<file path="src/rtl/load_store_unit.sv">
// rtl/load_store_unit.sv - RV32I byte/half/word load-store unit in front of a word-wide data memory.
// One access at a time; sub-word stores are done as read-modify-write of the containing word.
module load_store_unit #(
  parameter int address_width = 10
) (
  input  logic        clk,
  input  logic        rst_n,
  input  logic        req_valid,
  output logic        req_ready,
  input  logic        req_write,
  input  logic [2:0]  req_funct3,
  input  logic [31:0] req_addr,
  input  logic [31:0] req_wdata,
  output logic        resp_valid,
  output logic [31:0] resp_rdata,
  output logic        resp_misaligned,
  output logic        resp_error,
  output logic [31:0] mem_address,
  output logic [31:0] mem_write_data,
  output logic        mem_write,
  output logic        mem_read,
  input  logic [31:0] mem_read_data
);

  typedef enum logic [2:0] {IDLE, RD, CAP, WR, RESP} state_t;

  state_t      state_q, state_d;
  logic        write_q, write_d;
  logic [2:0]  funct3_q, funct3_d;
  logic [1:0]  off_q, off_d;
  logic [15:0] wdata_q, wdata_d;
  logic [31:0] mem_address_q, mem_address_d;
  logic [31:0] mem_write_data_q, mem_write_data_d;
  logic [31:0] resp_rdata_q, resp_rdata_d;
  logic        resp_misaligned_q, resp_misaligned_d;
  logic        resp_error_q, resp_error_d;

  logic        f3_legal, out_of_range, misaligned, req_error;
  logic [4:0]  byte_shift;
  logic [7:0]  load_byte;
  logic [15:0] load_half;
  logic [31:0] load_value;
  logic [31:0] merged_word;

  // Request classification on the raw inputs, used only at the accept edge
  always_comb begin
    f3_legal = 1'b0;
    case (req_funct3)
      3'b000, 3'b001, 3'b010: f3_legal = 1'b1;
      3'b100, 3'b101:         f3_legal = !req_write;
      default:                f3_legal = 1'b0;
    endcase
    out_of_range = (req_addr >> address_width) != 32'd0;
    misaligned   = ((req_funct3[1:0] == 2'b01) && req_addr[0]) ||
                   ((req_funct3[1:0] == 2'b10) && (req_addr[1:0] != 2'b00));
    req_error    = !f3_legal || out_of_range;
  end

  always_comb begin
    byte_shift  = {off_q, 3'b000};
    load_byte   = 8'(mem_read_data >> byte_shift);
    load_half   = off_q[1] ? mem_read_data[31:16] : mem_read_data[15:0];
    load_value  = mem_read_data;
    case (funct3_q)
      3'b000:  load_value = {{24{load_byte[7]}}, load_byte};
      3'b100:  load_value = {24'd0, load_byte};
      3'b001:  load_value = {{16{load_half[15]}}, load_half};
      3'b101:  load_value = {16'd0, load_half};
      default: load_value = mem_read_data;
    endcase
    merged_word = mem_read_data;
    if (funct3_q[1:0] == 2'b00) begin
      merged_word[byte_shift +: 8] = wdata_q[7:0];
    end else begin
      merged_word[{off_q[1], 4'b0000} +: 16] = wdata_q;
    end
  end

  // Response registers only change on entry to RESP so they hold between responses
  always_comb begin
    state_d           = state_q;
    write_d           = write_q;
    funct3_d          = funct3_q;
    off_d             = off_q;
    wdata_d           = wdata_q;
    mem_address_d     = mem_address_q;
    mem_write_data_d  = mem_write_data_q;
    resp_rdata_d      = resp_rdata_q;
    resp_misaligned_d = resp_misaligned_q;
    resp_error_d      = resp_error_q;
    case (state_q)
      IDLE: begin
        if (req_valid) begin
          write_d       = req_write;
          funct3_d      = req_funct3;
          off_d         = req_addr[1:0];
          wdata_d       = req_wdata[15:0];
          mem_address_d = {req_addr[31:2], 2'b00};
          if (req_error || misaligned) begin
            state_d           = RESP;
            resp_error_d      = req_error;
            resp_misaligned_d = !req_error;
            resp_rdata_d      = 32'd0;
          end else if (req_write && (req_funct3 == 3'b010)) begin
            state_d          = WR;
            mem_write_data_d = req_wdata;
          end else begin
            state_d = RD;
          end
        end
      end
      RD: state_d = CAP;
      CAP: begin
        if (write_q) begin
          mem_write_data_d = merged_word;
          state_d          = WR;
        end else begin
          resp_rdata_d      = load_value;
          resp_misaligned_d = 1'b0;
          resp_error_d      = 1'b0;
          state_d           = RESP;
        end
      end
      WR: begin
        resp_rdata_d      = 32'd0;
        resp_misaligned_d = 1'b0;
        resp_error_d      = 1'b0;
        state_d           = RESP;
      end
      RESP:    state_d = IDLE;
      default: state_d = IDLE;
    endcase
  end

  always_ff @(posedge clk or negedge rst_n) begin
    if (!rst_n) begin
      state_q           <= IDLE;
      write_q           <= 1'b0;
      funct3_q          <= 3'd0;
      off_q             <= 2'd0;
      wdata_q           <= 16'd0;
      mem_address_q     <= 32'd0;
      mem_write_data_q  <= 32'd0;
      resp_rdata_q      <= 32'd0;
      resp_misaligned_q <= 1'b0;
      resp_error_q      <= 1'b0;
    end else begin
      state_q           <= state_d;
      write_q           <= write_d;
      funct3_q          <= funct3_d;
      off_q             <= off_d;
      wdata_q           <= wdata_d;
      mem_address_q     <= mem_address_d;
      mem_write_data_q  <= mem_write_data_d;
      resp_rdata_q      <= resp_rdata_d;
      resp_misaligned_q <= resp_misaligned_d;
      resp_error_q      <= resp_error_d;
    end
  end

  assign req_ready       = (state_q == IDLE);
  assign mem_read        = (state_q == RD);
  assign mem_write       = (state_q == WR);
  assign resp_valid      = (state_q == RESP);
  assign resp_rdata      = resp_rdata_q;
  assign resp_misaligned = resp_misaligned_q;
  assign resp_error      = resp_error_q;
  assign mem_address     = mem_address_q;
  assign mem_write_data  = mem_write_data_q;

endmodule

</file>
<file path="config.mk">
export PLATFORM = sky130hd
export DESIGN_NAME = load_store_unit
export DESIGN_NICKNAME = d
export VERILOG_FILES = /design/src/rtl/load_store_unit.sv
export SDC_FILE = /design/constraint.sdc
export NUM_CORES = 1
export LEC_CHECK = 0
export ABC_AREA = 1
export CORE_ASPECT_RATIO = 1.75
export CORE_MARGIN = 8
export CORE_UTILIZATION = 40
export DETAILED_ROUTE_END_ITERATION = 10
export PLACE_DENSITY = 0.74
export RECOVER_POWER = 25
export REMOVE_ABC_BUFFERS = 1
export SLEW_MARGIN = 20
export SYNTH_ARGS = -nofsm -noshare
export SYNTH_HDL_FRONTEND = slang
export SYNTH_SLANG_ARGS = --single-unit
</file>
<file path="constraint.sdc">
create_clock -name clk -period 2.8 [get_ports clk]
set_input_delay 0.7 -clock clk [delete_from_list [all_inputs] [get_ports clk]]
set_output_delay 0.7 -clock clk [all_outputs]
set_load 0.01 [all_outputs]
</file>
==> images/congestion_map.png <==
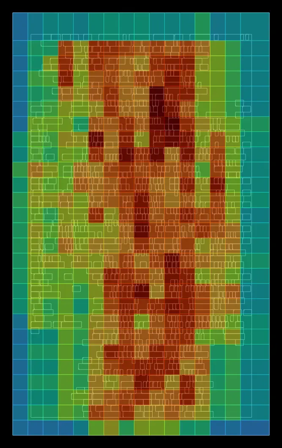
met2 Use GR: 39.9%
gr usage total: 23.0%
utilization after layout: 57.3%

==> images/m3.png <==
Drawn at 2 px/um. Cells faint in the background.
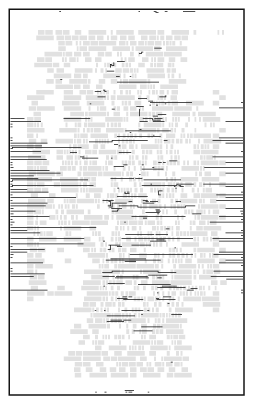
main direction: horizontal
share of all routed wire: 7.4%
longest straight run: 42.5 um
wire length on this layer: 1890 um
vias: 7486
met3 usage: 5.48%
Routed WL: 25500 um

==> images/layers.png <==
Drawn at 2 px/um.
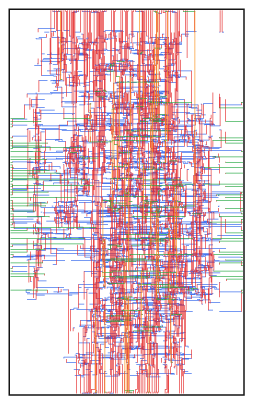
legend:
  orange:
    layer: M4
    wire_length: 1480 um
  red:
    layer: M2
    wire_length: 13200 um
  green:
    layer: M3
    wire_length: 1890 um
  blue:
    layer: M1
    wire_length: 9010 um

==> images/ff_map.png <==
Drawn at 2 px/um.
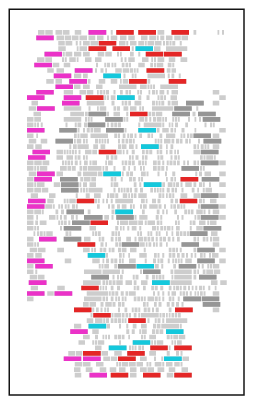
legend:
  red:
    name_in_the_netlist: mem_write_data
    flops: 32
  magenta:
    name_in_the_netlist: mem_address
    flops: 30
    where: a column on the left
  cyan:
    name_in_the_netlist: wdata_q
    flops: 16

==> images/clock_wires.png <==
Drawn at 2 px/um.
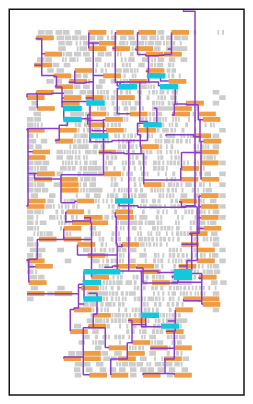
legend:
  purple:
    item: clock wires
    length: 1830 um
  cyan:
    item: clock-net drivers
    count: 17
  orange:
    item: flip-flops
    count: 121
routed clock nets: 18

-- sequential cells by signal, indices dropped and copies added, names as in the netlist --
signal / cells
resp_rdata: 32
resp_error: 1
off_q: 2
wdata_q: 16
state_q: 3
write_q: 1
mem_write_data: 32
mem_address: 30
funct3_q: 3
resp_misaligned: 1
-- logic make-up (layout without fill, tap and decap cells) --
| logic type | Yosys count | count (layout) |
|---|---|---|
| compound gates | 198 | 198 |
| mux | 32 | 32 |
| other cells | 1 | 3 |
| flops | 121 | 121 |
| fa+ha+maj | 5 | 5 |
| simple gates | 498 | 498 |
| buf+inv | 123 | 322 |
-- power by group --
group / switching (mW) / leakage (nW) / internal, mW
logic: 2.64 / 2.79 / 1.83
clock network: 0.824 / 0.317 / 1.63
registers: 0.392 / 1.54 / 2.30
total: 3.85 / 4.65 / 5.76
==> flow_metrics.env <==
# physical design summary
export IMPL_finalCriticalPeriod_ns=2.53
export IMPL_cp_cell_sequence="nor2_1 > nand2_1 > inv_1 > clkdlybuf4s50_1"
export IMPL_fp_util_pct=40.6
export IMPL_reg2reg_depth=9
export IMPL_clkbuf_count=21
export IMPL_well_tap_count=231
export IMPL_top_logic_kind="simple AND/OR/NAND/NOR gates"
export IMPL_top_layer="met4"
export IMPL_ys_flop_type="dfrtp_1"
export IMPL_cts_tree="done"
export IMPL_pre_cts_ws_ns=0.191
export IMPL_vias_per_cell=5.31
export IMPL_drc=0
export IMPL_synthDistinctLibCells=31
export IMPL_crit_slowest_cell="clkdlybuf4s50_1"
export IMPL_met3RoutedLength_um=1890
export IMPL_reg2reg_from="off_q[1]"
export IMPL_worstHoldPathType="input pin to asynchronous set/reset pin"
export IMPL_logic_area_um2=3550
export IMPL_synth_area_per_cell_um2=7.24
export IMPL_edf_count=0
export IMPL_seq_share_pct=30.3
export IMPL_endpoint_kind="output port"
export IMPL_path_class="flip-flop to output port"
export IMPL_core_area_um2=17500
export IMPL_crit_end="req_ready"
export IMPL_tightest_slew_ns=1.23
export IMPL_path_buffers=2
export IMPL_warning_count=29
export IMPL_ys_seq_share_pct=42.7
export IMPL_buf_share_pct=22.5
export IMPL_critPathLaunch="state_q[0]"
export IMPL_layout_nets=1273
export IMPL_clock_cell_area_share_pct=6.54
export IMPL_flop_area_um2=3030
export IMPL_cts_buffers=17
export IMPL_grt_first_pass_wirelength_um=39500
export IMPL_largest_class="multi-input combinational cells"
export IMPL_ys_sh_simple_pct=29.3
export IMPL_reg2reg_to="mem_write_data[6]"
export IMPL_busiest_layer="met2"
export IMPL_vdd_ir_drop_max_v=0.000449
export IMPL_wl_met1_um=9010
export IMPL_lay_top_cells="270 x nand2_1, 201 x clkdlybuf4s50_1, 120 x o21ai_0, 120 x dfrtp_1, 109 x nor2_1"
export IMPL_die_height_um=192
export IMPL_buffers=227
export IMPL_power_leakage_nw=4.65
export IMPL_status="finished clean"
export IMPL_clock_sinks=121
export IMPL_reg2reg_slack_ns=0.48
export IMPL_worst_path_stages=4
export IMPL_cts_setup_buffers=0
export IMPL_grt_overflow_total=0
export IMPL_cp_start_kind="flip-flop"
export IMPL_flops=121
export IMPL_dpl_instance_area_um2=9370
export IMPL_path_max_fanout=5
export IMPL_synth_seq_cells=121
export IMPL_arrival_ns=1.83
export IMPL_rsz0062_at_grt="false"
export IMPL_setup_tns_ns=0
export IMPL_final_max_slew_viol_count=0
export IMPL_dp_hpwl_um=18300
export IMPL_ys_area_um2=7090
export IMPL_syn_to_final_growth_pct=41.2
export IMPL_diodes=1
export IMPL_crit_family="buffers and inverters"
export IMPL_dp_cells=1377
export IMPL_top_cells_by_count="270 x nand2_1, 121 x dfrtp_1, 120 x o21ai_0"
export IMPL_cp_required_ns=2.10
export IMPL_synth_stat_cells=978
export IMPL_placementRows=64
export IMPL_top_cells_by_area="dfrtp_1 43%, nand2_1 14%, o21ai_0 8.5%"
export IMPL_top_cell_area_share_pct=42.7
export IMPL_top_cell="nand2_1"
export IMPL_period_used_pct=90.3
export IMPL_maxCapViolCount=0
export IMPL_holdWs_ns=0.457
export IMPL_chipArea_um2=22400
export IMPL_clk_root_buffer_cell="clkbuf_16"
export IMPL_path_clk_slew_ns=0.06
export IMPL_wl_per_cell_um=18.1
export IMPL_sh_comb_area_pct=35.4
export IMPL_hold_buffers=0
export IMPL_adder_share_pct=0.883
export IMPL_mux_share_pct=5.09
export IMPL_final_layout_top_logic_cell="nand2_1"
export IMPL_grt_pass1_vias=7498
export IMPL_portBuffers=202
export IMPL_clk_path_buf_depth=2
Power figures rest on the tool's default switching activity, not on a simulated workload.
